==> src/rtl/matmul_pkg.sv <==
// Shared types and helpers for the matrix-multiply sequencer.
// Default dimension limits, FSM state encoding and the op command layout.
package matmul_pkg;

    localparam int MAX_DIM_DEF = 16;
    localparam int MAC_LAT_DEF = 3;

    function automatic int idx_w(input int max_dim);
        return (max_dim > 1) ? $clog2(max_dim) : 1;
    endfunction

    localparam int IDX_W_DEF = idx_w(MAX_DIM_DEF);

    typedef enum logic [1:0] {
        ST_IDLE  = 2'd0,
        ST_RUN   = 2'd1,
        ST_DRAIN = 2'd2,
        ST_DONE  = 2'd3
    } state_e;

    typedef struct packed {
        logic [IDX_W_DEF-1:0] row;
        logic [IDX_W_DEF-1:0] col;
        logic [IDX_W_DEF-1:0] k;
        logic                 first;
        logic                 last;
    } op_cmd_t;

    // A dimension is usable when it is non-zero and fits the index range.
    function automatic logic dim_ok(input logic [31:0] d, input int max_dim);
        return (d != 32'd0) && (d <= unsigned'(max_dim));
    endfunction

endpackage

==> src/rtl/nest_cnt3.sv <==
// Three-level wrap counter (level 0 innermost); advances by one step per enabled cycle.
// No backpressure of its own: en_i is the caller's handshake, last_o flags the final tuple.
module nest_cnt3 #(
    parameter int W = 4
) (
    input  logic         clk,
    input  logic         rst_n,
    input  logic         clr_i,
    input  logic         en_i,
    input  logic [W:0]   lim0_i,
    input  logic [W:0]   lim1_i,
    input  logic [W:0]   lim2_i,
    output logic [W-1:0] cnt0_o,
    output logic [W-1:0] cnt1_o,
    output logic [W-1:0] cnt2_o,
    output logic         last_o
);

    logic [W-1:0] c0_q, c0_d;
    logic [W-1:0] c1_q, c1_d;
    logic [W-1:0] c2_q, c2_d;
    logic         at0, at1, at2;

    // Limits are one bit wider than the counters so a full-range dimension never aliases.
    assign at0 = ({1'b0, c0_q} == lim0_i);
    assign at1 = ({1'b0, c1_q} == lim1_i);
    assign at2 = ({1'b0, c2_q} == lim2_i);

    always_comb begin
        c0_d = c0_q;
        c1_d = c1_q;
        c2_d = c2_q;
        if (clr_i) begin
            c0_d = '0;
            c1_d = '0;
            c2_d = '0;
        end else if (en_i) begin
            if (at0) begin
                c0_d = '0;
                if (at1) begin
                    c1_d = '0;
                    c2_d = at2 ? '0 : c2_q + W'(1);
                end else begin
                    c1_d = c1_q + W'(1);
                end
            end else begin
                c0_d = c0_q + W'(1);
            end
        end
    end

    always_ff @(posedge clk or negedge rst_n) begin
        if (!rst_n) begin
            c0_q <= '0;
            c1_q <= '0;
            c2_q <= '0;
        end else begin
            c0_q <= c0_d;
            c1_q <= c1_d;
            c2_q <= c2_d;
        end
    end

    assign cnt0_o = c0_q;
    assign cnt1_o = c1_q;
    assign cnt2_o = c2_q;
    assign last_o = at0 & at1 & at2;

endmodule

==> src/rtl/matmul_seq_ctrl.sv <==
// Matmul sequencer: validates dims on start, issues M*N*K (row,col,k) ops, drains MAC_LAT, pulses done.
// First op valid one cycle after start; op fields hold while op_valid & !op_ready (no retraction).
module matmul_seq_ctrl
    import matmul_pkg::*;
#(
    parameter  int MAX_DIM = MAX_DIM_DEF,
    parameter  int MAC_LAT = MAC_LAT_DEF,
    localparam int IDX_W   = idx_w(MAX_DIM)
) (
    input  logic             clk,
    input  logic             rst_n,
    input  logic [31:0]      cfg_m,
    input  logic [31:0]      cfg_k,
    input  logic [31:0]      cfg_n,
    input  logic             start,
    output logic             busy,
    output logic             done,
    output logic             err,
    output logic             op_valid,
    input  logic             op_ready,
    output logic [IDX_W-1:0] op_row,
    output logic [IDX_W-1:0] op_col,
    output logic [IDX_W-1:0] op_k,
    output logic             op_first,
    output logic             op_last
);

    localparam int             DR_W = (MAC_LAT > 0) ? $clog2(MAC_LAT + 1) : 1;
    localparam logic [IDX_W:0] ONE  = {{IDX_W{1'b0}}, 1'b1};

    state_e            state_q, state_d;
    logic              err_q, err_d;
    logic              vld_q, vld_d;
    logic [IDX_W:0]    lim_m_q, lim_m_d;
    logic [IDX_W:0]    lim_k_q, lim_k_d;
    logic [IDX_W:0]    lim_n_q, lim_n_d;
    logic [DR_W-1:0]   drain_q, drain_d;
    logic              cnt_clr, cnt_en, cnt_last;
    logic [IDX_W-1:0]  idx_row, idx_col, idx_k;
    logic              legal, hs;

    assign legal = dim_ok(cfg_m, MAX_DIM) && dim_ok(cfg_k, MAX_DIM) && dim_ok(cfg_n, MAX_DIM);
    assign hs    = vld_q & op_ready;

    nest_cnt3 #(
        .W(IDX_W)
    ) u_cnt (
        .clk    (clk),
        .rst_n  (rst_n),
        .clr_i  (cnt_clr),
        .en_i   (cnt_en),
        .lim0_i (lim_k_q),
        .lim1_i (lim_n_q),
        .lim2_i (lim_m_q),
        .cnt0_o (idx_k),
        .cnt1_o (idx_col),
        .cnt2_o (idx_row),
        .last_o (cnt_last)
    );

    always_comb begin
        state_d = state_q;
        err_d   = err_q;
        vld_d   = vld_q;
        lim_m_d = lim_m_q;
        lim_k_d = lim_k_q;
        lim_n_d = lim_n_q;
        drain_d = drain_q;
        cnt_clr = 1'b0;
        cnt_en  = 1'b0;
        case (state_q)
            ST_IDLE: begin
                if (start) begin
                    if (legal) begin
                        lim_m_d = cfg_m[IDX_W:0] - ONE;
                        lim_k_d = cfg_k[IDX_W:0] - ONE;
                        lim_n_d = cfg_n[IDX_W:0] - ONE;
                        err_d   = 1'b0;
                        vld_d   = 1'b1;
                        cnt_clr = 1'b1;
                        state_d = ST_RUN;
                    end else begin
                        err_d   = 1'b1;
                        state_d = ST_DONE;
                    end
                end
            end
            ST_RUN: begin
                if (hs) begin
                    cnt_en = 1'b1;
                    if (cnt_last) begin
                        vld_d = 1'b0;
                        if (MAC_LAT == 0) begin
                            state_d = ST_DONE;
                        end else begin
                            drain_d = DR_W'(MAC_LAT);
                            state_d = ST_DRAIN;
                        end
                    end
                end
            end
            ST_DRAIN: begin
                drain_d = drain_q - DR_W'(1);
                if (drain_q == DR_W'(1)) begin
                    state_d = ST_DONE;
                end
            end
            ST_DONE: begin
                state_d = ST_IDLE;
            end
            default: begin
                state_d = ST_IDLE;
            end
        endcase
    end

    always_ff @(posedge clk or negedge rst_n) begin
        if (!rst_n) begin
            state_q <= ST_IDLE;
            err_q   <= 1'b0;
            vld_q   <= 1'b0;
            lim_m_q <= '0;
            lim_k_q <= '0;
            lim_n_q <= '0;
            drain_q <= '0;
        end else begin
            state_q <= state_d;
            err_q   <= err_d;
            vld_q   <= vld_d;
            lim_m_q <= lim_m_d;
            lim_k_q <= lim_k_d;
            lim_n_q <= lim_n_d;
            drain_q <= drain_d;
        end
    end

    // first/last are qualified by valid so they read 0 whenever no command is presented.
    assign busy     = (state_q == ST_RUN) || (state_q == ST_DRAIN);
    assign done     = (state_q == ST_DONE);
    assign err      = err_q;
    assign op_valid = vld_q;
    assign op_row   = idx_row;
    assign op_col   = idx_col;
    assign op_k     = idx_k;
    assign op_first = vld_q && (idx_k == '0);
    assign op_last  = vld_q && ({1'b0, idx_k} == lim_k_q);

endmodule

==> config.mk <==
export PLATFORM = sky130hd
export DESIGN_NAME = matmul_seq_ctrl
export DESIGN_NICKNAME = d
export VERILOG_FILES = /design/src/rtl/matmul_pkg.sv /design/src/rtl/nest_cnt3.sv /design/src/rtl/matmul_seq_ctrl.sv
export SDC_FILE = /design/constraint.sdc
export NUM_CORES = 1
export LEC_CHECK = 0
export ABC_CLOCK_PERIOD_IN_PS = 2000
export CAP_MARGIN = 15
export CORE_MARGIN = 5
export CORE_UTILIZATION = 36
export CTS_CLUSTER_DIAMETER = 120
export CTS_CLUSTER_SIZE = 24
export DETAILED_ROUTE_END_ITERATION = 7
export PLACE_DENSITY = 0.88
export SYNTH_ARGS = -nofsm -noshare
export SYNTH_HDL_FRONTEND = slang
export SYNTH_SLANG_ARGS = --single-unit
export TNS_END_PERCENT = 50
==> constraint.sdc <==
create_clock -name clk -period 2 [get_ports clk]
set_input_delay 0.3 -clock clk [delete_from_list [all_inputs] [get_ports clk]]
set_output_delay 0.3 -clock clk [all_outputs]
set_load 0.02 [all_outputs]
==> images/placement.png <==
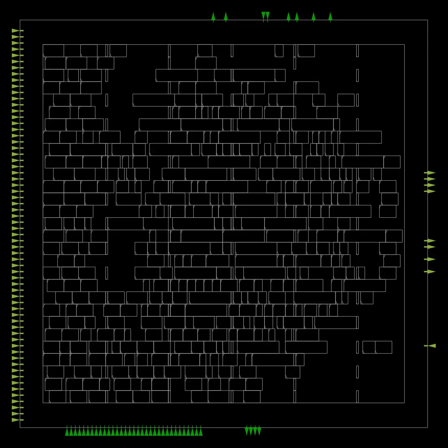
standard cell core area: 0.006277 mm²
final cell utilization of the core: 64.32%
number of non-filler instances in the completed layout: 490
Seq/total area: 20.45%

==> images/io_placement.png <==
Pins as bars across the die edge, other pins in gray.
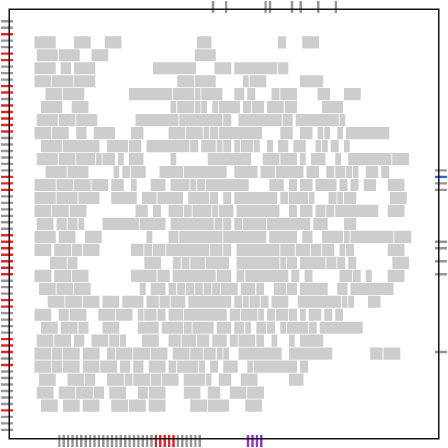
color	port	pins	direction	edge
blue	op_first	1	output	east
red	cfg_m	32	input	27 west, 5 south
purple	op_row	4	output	south
all pins by edge	64 west, 37 south, 9 east, 8 north
overall die width: 89.73 µm
vertical extent of the die: 89.73 µm

==> run notes <==
run results: run status complete, no violations, library cell with the largest summed area after synthesis dfrtp_1, top_reg_cell synth dfrtp_1, Site Rows 29, Pleak 1.887 nW, Total Die Area 0.008051 mm², growth of design area from synthesis to finish 76.44%, cell with the largest stage delay on the worst path clkdlybuf4s50_1, ys cells 261, Post-Synthesis Cell Area 0.002288 mm², floorplan-stage core utilization 36.46%, number of OpenROAD warnings 35, number of warnings reported in the yosys synthesis log 0, count of buffer and inverter cells on the critical path 2, final setup skew 0.003125 ns, CP startpoint kind input port, DRT iter0 DRCs 165, fraction of layout cells with a size suffix above 1 17.19%, post-layout period usage 99.03%, area share of the largest cell type after synthesis 36.09%, Largest cells by area dfrtp_1, ha_1, o21ai_0, nor4_1, nor2_1, most frequently placed logic cells in the final layout clkdlybuf4s50_1, dfrtp_1, buf_4, final number of hold-violating endpoints 0, largest net degree at the start of global routing 34, Finished Cell Area 0.004038 mm², cell chosen for the clock root clkbuf_8, comb. cell area 0.001443 mm², routed wirelength normalized by instance count 16.02 µm, number of slew-limit violations in the final report 0, hold crit path type in2reg, drt pass-1 iters 5, post-route minimum period 1.981 ns, number of top-level pins 118, mean cell area of the mapped netlist 8.768 µm², yosys stat area 0.002288 mm², RePlAce Congestion 0.8568, via count of the first global-routing pass 2763, crit-path leading delay family simple AND/OR/NAND/NOR gates, CP arrival 2.15 ns, post-route antenna net violation count 0, average via count per standard cell 5.349, placed wire-length estimate 6.265 mm, max-cap viol count 0, number of instances in the synthesized netlist 261, critical path cell sequence clkdlybuf4s50_1 > nor4_1 > nand4_1 > nor2_1 > nand4_4 > clkbuf_16 > o21ai_0 > o21ai_1, number of nets produced by synthesis 377, DR vias 2621
==> images/clk_routes.png <==
Scale bar: 20 µm.
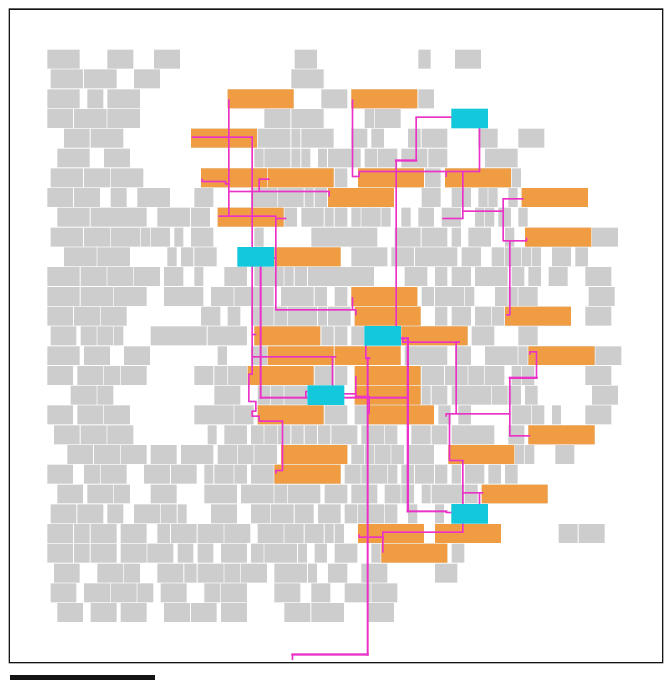
[orange] flip-flops | count: 33
[magenta] clock wires | length: 493 µm
[cyan] clock drivers | count: 5
routed clock nets	6
Clock power frac: 25.2%
Clock group: 0.509 mW
worst-skew pair later-pin latency: 0.30 ns

==> images/wires.png <==
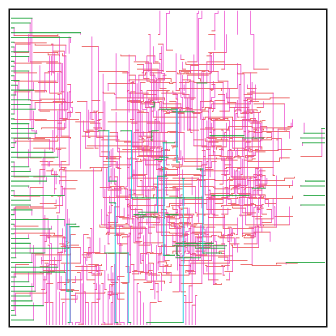
color	layer	wire length
magenta	metal 2	4280 µm
green	metal 3	606 µm
red	metal 1	2710 µm
cyan	metal 4	255 µm
wirelength, routed: 7.851 mm
GRT Total Usage: 17.98%

==> where the power goes <==
| group | leakage (nW) | switching [mW] | internal (mW) |
|---|---|---|---|
| logic | 1.42 | 0.365 | 0.412 |
| registers | 0.422 | 0.0267 | 0.708 |
| clock network | 0.0439 | 0.269 | 0.240 |
==> final cells by class <==
| class | instances | area share (%) |
|---|---|---|
| Clock buffer | 5 | 1.704 |
| Clock inverter | 3 | 0.4338 |
| Inverter | 20 | 1.859 |
| Multi-Input combinational cell | 202 | 35.73 |
| Sequential cell | 33 | 20.45 |
| Tap cell | 77 | 2.386 |
| Timing Repair Buffer | 150 | 37.43 |
==> worst paths after layout <==
path | endpoint | startpoint | cells after the start | slack [ns]
worst max-delay path | lim_k_q[3] | cfg_m[30] | 8 | 0.02
worst min-delay path | lim_m_q[0] | cfg_m[0] | 3 | 0.36
worst max register to register | u_cnt.cnt2_o[1] | u_cnt.cnt1_o[1] | 6 | 0.10
worst min register to register | err | err | 2 | 0.51
max in group asynchronous | err | rst_n | 2 | 1.29
min in group asynchronous | u_cnt.cnt2_o[3] | rst_n | 2 | 0.40
==> layer usage <==
metal / track usage, % / vias to the layer above / part of all wire (%)
met4: 9.446 / 0 / 3.2
met1: 17.83 / 1217 / 35
met5: 0 / - / 0
met2: 33.54 / 136 / 55
met3: 4.925 / 25 / 7.7
li1: - / 1243 / -
==> sequential cells by signal, indices dropped and copies added (netlist names) <==
signal and cells:
drain_q 2, err 1, lim_k_q 5, lim_m_q 5
lim_n_q 5, op_valid 1, state_q 2, u_cnt.cnt0_o 4
u_cnt.cnt1_o 4, u_cnt.cnt2_o 4
==> cells in the mapped netlist (all sizes together), types with 2 or more instances <==
master / count
nor2b: 6
a21oi: 14
a2111oi: 2
o21ai: 32
nand2: 15
nand3: 10
and3: 4
nor3: 10
nand4: 7
xnor2: 9
or4: 2
nand3b: 4
a21o: 2
dfrtp: 33
and2: 3
nor4: 19
inv: 20
clkbuf: 4
nor2: 21
xor2: 7
mux2i: 6
ha: 16
buf: 3
==> repair_timing <==
item,CTS,global route
pin swaps,0,14
gates resized,12,52
endpoints found under the setup margin,13,33
setup buffers,0,0
cloned,0,3
==> per-stage QoR <==
| stage | hold WS (ns) | instances | setup TNS (ns) | worst slack (ns) |
|---|---|---|---|---|
| global route | 0.3642 | 490 | -0.6335 | -0.1313 |
| global placement | 0.4825 | 479 | -6.988 | -0.2692 |
| floorplan | 0.004409 | 261 | 0 | 0.02922 |
| finish | 0.3572 | 490 | 0 | 0.01936 |
| CTS | 0.4163 | 487 | -0.01653 | -0.008940 |
| detailed placement | 0.5180 | 479 | -8.371 | -0.3740 |
==> logic make-up (layout without fill, tap and decap cells) <==
group,after synthesis,count (layout),synth area share [%]
simple gates,106,107,26.57
compound gates,56,56,14.38
flops,33,33,36.09
buf+inv,27,178,4.975
fa+ha+maj,16,16,8.748
xor+xnor,16,16,6.124
mux,7,7,3.117
==> worst min-delay path, stage by stage <==
cell and delay (ns):
dlymetal6s2s_1 0.12, buf_4 0.13, o21ai_1 0.07
No activity file was given, so power comes from the tool's default toggle rates.
